--- src/rtl/serial_subtractor.sv ---
`timescale 1ns/1ps
// serial_subtractor: digit-serial diff = a - b - bin, DIGIT bits per cycle, LSB first, one op in flight.
// Optional build macro SERSUB_OVF_EN adds a registered two's-complement overflow output (ovf).

// state | meaning
// IDLE  | waiting for operands, in_ready high
// RUN   | one digit subtracted per cycle with running borrow
// DONE  | result held on diff/bout until out_ready
module serial_subtractor #(
    parameter int WIDTH = 16,
    parameter int DIGIT = 4
) (
    input  logic             clk,
    input  logic             rst,
    input  logic             in_valid,
    output logic             in_ready,
    input  logic [WIDTH-1:0] a,
    input  logic [WIDTH-1:0] b,
    input  logic             bin,
    output logic             out_valid,
    input  logic             out_ready,
    output logic [WIDTH-1:0] diff,
    output logic             bout,
`ifdef SERSUB_OVF_EN
    output logic             ovf,
`endif
    output logic             busy
);

    localparam int N  = WIDTH / DIGIT;
    localparam int CW = (N > 1) ? $clog2(N) : 1;

    generate
        if (DIGIT < 1 || (WIDTH % DIGIT) != 0) begin : g_bad_digit
            $error("serial_subtractor: DIGIT must divide WIDTH");
        end
    endgenerate

    typedef enum logic [1:0] {
        S_IDLE = 2'd0,
        S_RUN  = 2'd1,
        S_DONE = 2'd2
    } state_t;

    state_t           state;
    state_t           state_nxt;
    logic [CW-1:0]    cnt;
    logic [WIDTH-1:0] a_r;
    logic [WIDTH-1:0] b_r;
    logic             brw;
    logic [WIDTH-1:0] diff_sr;
    logic [WIDTH-1:0] diff_nxt;
    logic [DIGIT-1:0] a_dig;
    logic [DIGIT-1:0] b_dig;
    logic [DIGIT:0]   dig_res;
    logic             last_dig;
    logic             accept;
    int               base;

    always_ff @(posedge clk) begin
        if (rst) begin
            state <= S_IDLE;
        end else begin
            state <= state_nxt;
        end
    end

    always_comb begin
        state_nxt = state;
        case (state)
            S_IDLE:  if (in_valid)  state_nxt = S_RUN;
            S_RUN:   if (last_dig)  state_nxt = S_DONE;
            S_DONE:  if (out_ready) state_nxt = S_IDLE;
            default: state_nxt = S_IDLE;
        endcase
    end

    always_comb begin
        in_ready  = (state == S_IDLE) && !rst;
        busy      = (state != S_IDLE);
        out_valid = (state == S_DONE);
    end

    assign accept = in_valid && in_ready;

    // Current digit slice; the partial result is merged into diff_sr so the
    // final digit can be written to diff on the same edge it is produced.
    always_comb begin
        base     = int'(cnt) * DIGIT;
        a_dig    = a_r[base +: DIGIT];
        b_dig    = b_r[base +: DIGIT];
        dig_res  = {1'b0, a_dig} - {1'b0, b_dig} - {{DIGIT{1'b0}}, brw};
        diff_nxt = diff_sr;
        diff_nxt[base +: DIGIT] = dig_res[DIGIT-1:0];
        last_dig = (cnt == CW'(N - 1));
    end

    always_ff @(posedge clk) begin
        if (rst) begin
            cnt     <= '0;
            a_r     <= '0;
            b_r     <= '0;
            brw     <= 1'b0;
            diff_sr <= '0;
            diff    <= '0;
            bout    <= 1'b0;
        end else begin
            case (state)
                S_IDLE: begin
                    if (accept) begin
                        a_r <= a;
                        b_r <= b;
                        brw <= bin;
                        cnt <= '0;
                    end
                end
                S_RUN: begin
                    diff_sr <= diff_nxt;
                    brw     <= dig_res[DIGIT];
                    cnt     <= last_dig ? '0 : cnt + CW'(1);
                    if (last_dig) begin
                        diff <= diff_nxt;
                        bout <= dig_res[DIGIT];
                    end
                end
                default: ;
            endcase
        end
    end

`ifdef SERSUB_OVF_EN
    always_ff @(posedge clk) begin
        if (rst) begin
            ovf <= 1'b0;
        end else if (state == S_RUN && last_dig) begin
            ovf <= (a_r[WIDTH-1] ^ b_r[WIDTH-1]) & (diff_nxt[WIDTH-1] ^ a_r[WIDTH-1]);
        end
    end
`endif

endmodule

--- config.mk ---
export PLATFORM = sky130hd
export DESIGN_NAME = serial_subtractor
export DESIGN_NICKNAME = d
export VERILOG_FILES = /design/src/rtl/serial_subtractor.sv
export SDC_FILE = /design/constraint.sdc
export NUM_CORES = 1
export LEC_CHECK = 0
export ABC_CLOCK_PERIOD_IN_PS = 3540
export CORE_MARGIN = 4
export CORE_UTILIZATION = 53
export DETAILED_ROUTE_END_ITERATION = 10
export GPL_ROUTABILITY_DRIVEN = 0
export PLACE_DENSITY = 0.8
export SYNTH_ARGS = -nofsm -noshare
export SYNTH_HDL_FRONTEND = slang
export SYNTH_SLANG_ARGS = --single-unit
--- constraint.sdc ---
create_clock -name clk -period 3.54 [get_ports clk]
set_clock_uncertainty 0.05 [all_clocks]
set_input_delay 0.885 -clock clk [delete_from_list [all_inputs] [get_ports clk]]
set_output_delay 0.885 -clock clk [all_outputs]
set_load 0.005 [all_outputs]
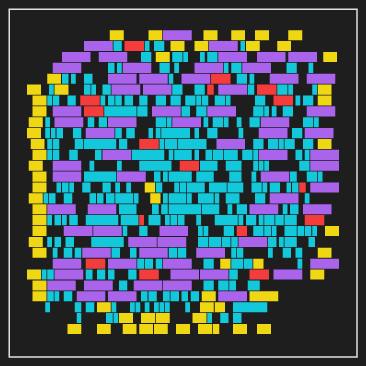
Figure 1: placed cells, one color a class.
(4 px per um)
legend:
  yellow:
    class: other buffers and delay cells
    cells: 62
  cyan:
    class: all other logic
    cells: 274
  purple:
    class: flip-flops
    cells: 70
  red:
    class: clock drivers and dummy loads
    cells: 16

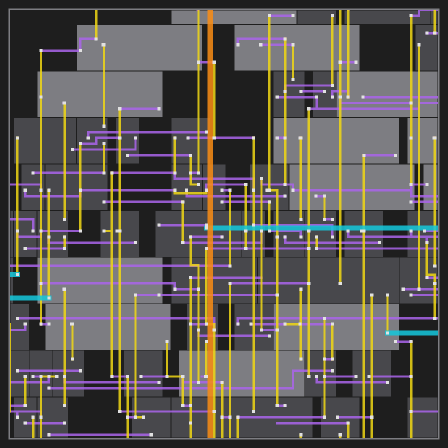
Figure 2: close-up of the layout.
Region (9, 52) to (34, 77) um. Cells in gray, sequential cells in the stronger gray; small squares are vias.
legend:
  yellow:
    layer: met2
  purple:
    layer: met1
  cyan:
    layer: met3
  orange:
    layer: met4
most frequent: nand2b_1 (10), nand2_1 (10), dfxtp_1 (10)
netlist names of flops here include: a_r (9), bout (1)
sequential cells in the window: 10
cells with their middle in the window: 47

==> out/metrics.cfg <==
[timing]
finalCritPeriodShare_pct=80.8
drv_slew=0
worst_slack_ns=0.680
finalSetupTns_ns=0
whs_ns=0.424

[logic_synthesis]
synth_xor_xnor_area_share_pct=1.03
syn_avg_cell_area_um2=8.86
ys_sh_aoi_pct=17.5
ys_sh_simple_pct=23.0
postSynthNetCount=418
syn_area_mm2=0.00327

[power]
power.switching_mw=0.539
p_comb_share_pct=21.0
powerDensity_mw_per_mm2=458
p_seq_share_pct=47.0

[floorplanning]
die_w_um=86.5
ios=57
die_area_mm2=0.00749
fp-row-count=28

[place]
pre_cts_slack_ns=0.720
portBuffers=56
place_inst=481

[layout]
seqCellArea_mm2=0.00140
post-route-util_pct=68.3
nClkBuffers=13
nMultiInputCombCells=259
dominant_cells=logic gates
fillers=507
n_all_inverters=15
logic_area_mm2=0.00171
mostFrequentLayoutCells=70 x dfxtp_1, 55 x clkdlybuf4s50_1, 45 x nand2_1

[cts]
cts_tree=done
h-tree-depth=3
postCtsHoldBufs=0
cts_buffer_depth=2

[setup_path]
crit_buf_inv=3
cp.required_ns=3.76
arrival_ns=3.08
worst_setup_path_start_kind=flop
path_class=reg -> reg
cp_max_fo=14

[flow_run]
drv_cap=0

[grt]
use_met2_pct=34.6
met1_usage_pct=23.0
gr-max-usage-layer=met2

[route]
drtIter0Drc=173
wl_met2_mm=3.58
dr_wl_met3_um=366

[outcome]
status=finished, final reports clean

[registers in the layout (all words and copies together) (netlist names)]
register and flops:
a_r 16, b_r 16, bout 1, brw 1, cnt 2, diff 16
diff_sr 16, state 2
[cells in the mapped netlist]
master	n	area, um2
dfxtp_1	70	1400
nand2_1	45	169
nand2b_1	36	225
nor2_1	36	135
o21ai_0	31	155
a211oi_1	27	203
clkbuf_1	16	60.1
inv_1	15	56.3
a21oi_1	12	60.1
ha_1	10	125
a22oi_1	8	60.1
mux4_2	8	180
buf_2	6	30.0
nor3_1	6	30.0
nand3b_1	5	37.5
o31ai_1	4	30.0
a211o_1	2	17.5
and3_1	2	12.5
buf_1	2	7.51
fa_1	2	40.0
nand3_1	2	10.0
nand4bb_1	2	22.5
nor2b_1	2	12.5
nor4_1	2	12.5
nor4bb_1	2	20.0
o221ai_1	2	17.5
or4_1	2	15.0
xnor2_1	2	17.5
a21oi_4	1	16.3
and3b_1	1	8.76
buf_6	1	11.3
nand4b_1	1	8.76
nor4b_2	1	15.0
o21ai_1	1	5.00
o21bai_1	1	7.51
or2_2	1	6.26
or4bb_1	1	11.3
xor2_2	1	16.3
[power groups by stage]
stage | sequential [mW] | clock (mW) | combinational [mW]
2_1_floorplan | 0.878 | 0 | 0.277
4_1_cts | 0.876 | 0.607 | 0.391
5_1_grt | 0.882 | 0.639 | 0.436
3_3_place_gp | 0.891 | 0 | 0.377
3_5_place_dp | 0.893 | 0 | 0.387
6_report | 0.875 | 0.597 | 0.391
[final timing paths]
path                end  cells after the start    start  slack (ns)
max          diff_sr[6]                      9   cnt[0]        0.68
min reg2reg     a_r[13]                      2  a_r[13]        0.42
min             a_r[13]                      2  a_r[13]        0.42
max reg2reg  diff_sr[6]                      9   cnt[0]        0.68
